**M2 wires**

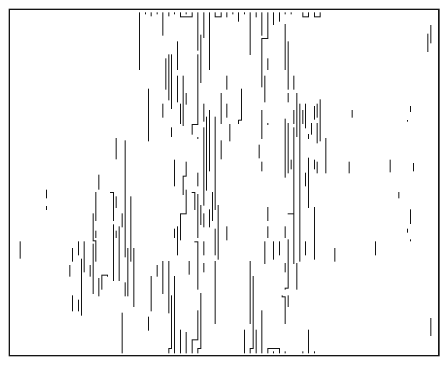
**Cell sizes after repair**

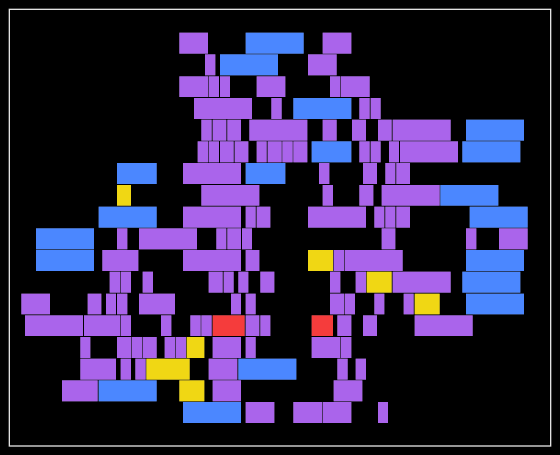
**Cell area per tile**

Bar = 20 um. The die is cut into 7 by 5 equal tiles; dark blue is low, red is high, 0 to 100% covered.
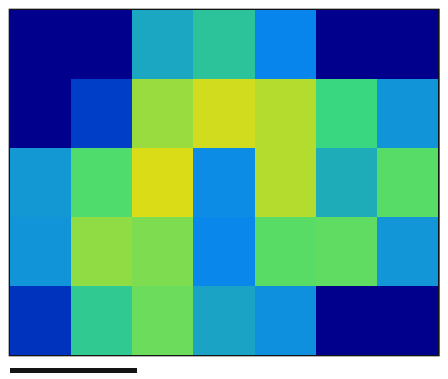
## src/rtl/rom_fetch_ctrl.sv

```systemverilog
// rom_fetch_ctrl: single-outstanding read front-end for a synchronous 32-bit ROM.
// Latency: miss 2 cycles accept->rsp_valid; prefetch hit 1 cycle (ROM_FETCH_PREFETCH_EN only).
// Backpressure: rsp_valid/rsp_data held until rsp_ready; req_ready low while a response stalls.
//
// Ports: CLK/RST      single clock, synchronous active-high reset
//        req_*        request channel (valid/ready, word address)
//        rsp_*        response channel (valid/ready, data, prefetch-hit flag)
//        rom_en/rom_a ROM strobe and word address, driven from registers only
//        rom_do       ROM read data, valid one cycle after rom_a
// Optional feature: define ROM_FETCH_PREFETCH_EN to add a one-entry next-sequential
// prefetch buffer; without it rsp_hit is tied low.
module rom_fetch_ctrl #(
    parameter  int MEM_WORDS = 8192,              // must be a power of two
    localparam int ADR_WIDTH = $clog2(MEM_WORDS)
) (
    input  logic                 CLK,
    input  logic                 RST,
    input  logic                 req_valid,
    output logic                 req_ready,
    input  logic [ADR_WIDTH-1:0] req_addr,
    output logic                 rsp_valid,
    input  logic                 rsp_ready,
    output logic [31:0]          rsp_data,
    output logic                 rsp_hit,
    output logic                 rom_en,
    output logic [ADR_WIDTH-1:0] rom_a,
    input  logic [31:0]          rom_do
);

`ifdef ROM_FETCH_PREFETCH_EN
    typedef enum logic [2:0] {S_IDLE, S_READ, S_RESP, S_PF_READ, S_PF_CAPT} state_t;
`else
    typedef enum logic [1:0] {S_IDLE, S_READ, S_RESP} state_t;
`endif

    state_t                 state_q, state_d;
    logic [ADR_WIDTH-1:0]   addr_q, addr_d;

`ifdef ROM_FETCH_PREFETCH_EN
    logic                   hit_q, hit_d;
    logic                   pf_valid_q, pf_valid_d;
    logic [ADR_WIDTH-1:0]   pf_addr_q, pf_addr_d;
    logic [31:0]            pf_data_q, pf_data_d;
    logic [ADR_WIDTH-1:0]   addr_inc;

    // Natural ADR_WIDTH overflow gives the MEM_WORDS-1 -> 0 wrap.
    assign addr_inc = addr_q + ADR_WIDTH'(1);
`endif

    always_comb begin
        state_d   = state_q;
        addr_d    = addr_q;
        req_ready = 1'b0;
        rsp_valid = 1'b0;
        rom_en    = 1'b0;
        rom_a     = addr_q;
`ifdef ROM_FETCH_PREFETCH_EN
        hit_d      = hit_q;
        pf_valid_d = pf_valid_q;
        pf_addr_d  = pf_addr_q;
        pf_data_d  = pf_data_q;
`endif
        case (state_q)
            S_IDLE: begin
                req_ready = 1'b1;
                if (req_valid) begin
                    addr_d = req_addr;
`ifdef ROM_FETCH_PREFETCH_EN
                    // Buffer hit skips the ROM access entirely.
                    if (pf_valid_q && (req_addr == pf_addr_q)) begin
                        hit_d   = 1'b1;
                        state_d = S_RESP;
                    end else begin
                        hit_d   = 1'b0;
                        state_d = S_READ;
                    end
`else
                    state_d = S_READ;
`endif
                end
            end
            S_READ: begin
                rom_en  = 1'b1;
                state_d = S_RESP;
            end
            S_RESP: begin
                // Keep re-reading addr_q so rom_do stays stable while stalled.
                rsp_valid = 1'b1;
                rom_en    = 1'b1;
                req_ready = rsp_ready;
                if (rsp_ready) begin
`ifdef ROM_FETCH_PREFETCH_EN
                    hit_d = 1'b0;
`endif
                    if (req_valid) begin
                        addr_d  = req_addr;
                        state_d = S_READ;
                    end else begin
`ifdef ROM_FETCH_PREFETCH_EN
                        state_d = S_PF_READ;
`else
                        state_d = S_IDLE;
`endif
                    end
                end
            end
`ifdef ROM_FETCH_PREFETCH_EN
            S_PF_READ, S_PF_CAPT: begin
                req_ready = 1'b1;
                rom_a     = addr_inc;
                rom_en    = (state_q == S_PF_READ);
                if (req_valid) begin
                    // A real request always wins over the speculative fetch.
                    pf_valid_d = 1'b0;
                    addr_d     = req_addr;
                    state_d    = S_READ;
                end else if (state_q == S_PF_READ) begin
                    state_d = S_PF_CAPT;
                end else begin
                    pf_data_d  = rom_do;
                    pf_addr_d  = addr_inc;
                    pf_valid_d = 1'b1;
                    state_d    = S_IDLE;
                end
            end
`endif
            default: state_d = S_IDLE;
        endcase
    end

`ifdef ROM_FETCH_PREFETCH_EN
    assign rsp_data = hit_q ? pf_data_q : rom_do;
    assign rsp_hit  = hit_q;
`else
    assign rsp_data = rom_do;
    assign rsp_hit  = 1'b0;
`endif

    always_ff @(posedge CLK) begin
        if (RST) begin
            state_q    <= S_IDLE;
            addr_q     <= '0;
`ifdef ROM_FETCH_PREFETCH_EN
            hit_q      <= 1'b0;
            pf_valid_q <= 1'b0;
            pf_addr_q  <= '0;
            pf_data_q  <= '0;
`endif
        end else begin
            state_q    <= state_d;
            addr_q     <= addr_d;
`ifdef ROM_FETCH_PREFETCH_EN
            hit_q      <= hit_d;
            pf_valid_q <= pf_valid_d;
            pf_addr_q  <= pf_addr_d;
            pf_data_q  <= pf_data_d;
`endif
        end
    end

endmodule

```

## config.mk

```make
export PLATFORM = sky130hd
export DESIGN_NAME = rom_fetch_ctrl
export DESIGN_NICKNAME = d
export VERILOG_FILES = /design/src/rtl/rom_fetch_ctrl.sv
export SDC_FILE = /design/constraint.sdc
export NUM_CORES = 1
export LEC_CHECK = 0
export ABC_AREA = 1
export CORE_ASPECT_RATIO = 0.8
export CORE_UTILIZATION = 31
export DETAILED_ROUTE_END_ITERATION = 7
export PLACE_DENSITY_LB_ADDON = 0.3
export SYNTH_ARGS = -nofsm -noshare
export SYNTH_HDL_FRONTEND = slang
export SYNTH_SLANG_ARGS = --single-unit
```

## constraint.sdc

```tcl
create_clock -name CLK -period 1.9 [get_ports CLK]
set_clock_uncertainty 0.15 [all_clocks]
set_input_delay 0.285 -clock CLK [delete_from_list [all_inputs] [get_ports CLK]]
set_output_delay 0.285 -clock CLK [all_outputs]
set_load 0.1 [all_outputs]
```

==> run summary <==
overall die width -> 67.60 um
maximum number of pins on one net before global-route repair -> 27
yosys stat chip area -> 1067 sq um
Detailed Route Iter0 Violations -> 27
sequential-cell power consumption -> 454 uW
number of antenna violations at the first check in global routing -> 0
global-route wire length before repair -> 2863 um
Power Internal -> 951.1 uW
post-synthesis instance area -> 1067 sq um
post-detailed-route via-to-cell ratio -> 4.226
number of fill cells in the layout -> 318
number of flops mapped to enable cells by yosys -> 0
power density over the cells -> 1428 nW/um^2
flop share of the area -> 0.2216
die outline area -> 3683 sq um
status -> finished clean
clock transition at the register clock pins on the worst setup and hold paths after CTS -> 0.06 ns
Fin. Hold Viols -> 0
fraction of post-synthesis cell area in the top cell type by area -> 0.2814
max-capacitance violation count -> 0
number of instances in the synthesized netlist -> 148
worst-path maximum fanout -> 5
ratio of cells with drive above 1 in the final layout -> 0.1918
count of inserted antenna diode cells -> 0
GR Layer Usage met3 -> 0.06667
sum of negative setup slack -> 0 ns
count of instances resized after the clock tree is built -> 0
data required time of the worst path -> 1.46 ns
number of buffers between clock root and the deepest sink -> 2
most frequently placed logic cell in the final layout -> sky130_fd_sc_hd__nand2_1
Logic pwr share -> 0.631
topmost layer with routed signal wires -> met4
-- 'M2 wires' (at the start) --
wire length on this layer = 772 um
longest straight run = 24.8 um
main direction = vertical
share of all routed wire = 42%
nets with wire on the layer = 140
Total Routed Length: 1819 um
detailed-route via count: 786
GRT met2 Usage: 0.1386

-- 'cell sizes after repair' (at the start) --
red -> drive 3 to 4  # cells 2, share 1.4%
yellow -> drive 2  # cells 7, share 4.8%
blue -> drive 6 and up  # cells 19, share 13%
purple -> drive 1 or less  # cells 118, share 81%
layout overhead on the synthesized area: 26.96%
final worst setup slack: 0.09486 ns
post-route cell area: 1355 sq um

-- 'cell area per tile' (at the start) --
mean over tiles = 35%
fullest tile = 70%
emptiest ninth of the die = top left

-- state kept, by name, summed over array words and instances, names as in the netlist --
signal / cells
rom_a: 13
state_q: 2
-- cell families (layout without fill, tap and decap cells) --
logic type	count (synthesis)	count (layout)	synth area share
flip-flops	15	15	0.2814
AND/OR/NAND/NOR	52	52	0.2087
buffers and inverters	58	56	0.3470
adder cells (fa/ha/maj)	6	6	0.07034
other	1	1	0.003514
AND-OR/OR-AND	16	16	0.08911
-- path summary, 6_finish.rpt --
path / start / to / slack, ns / cells after the start
worst min-delay path: rom_a[5] / rom_a[5] / 0.38 / 2
worst max-delay path: state_q[0] / req_ready / 0.09 / 4
worst max register to register: state_q[0] / rom_a[3] / 0.35 / 8
worst min register to register: rom_a[5] / rom_a[5] / 0.38 / 2
Power figures rest on the tool's default switching activity, not on a simulated workload.
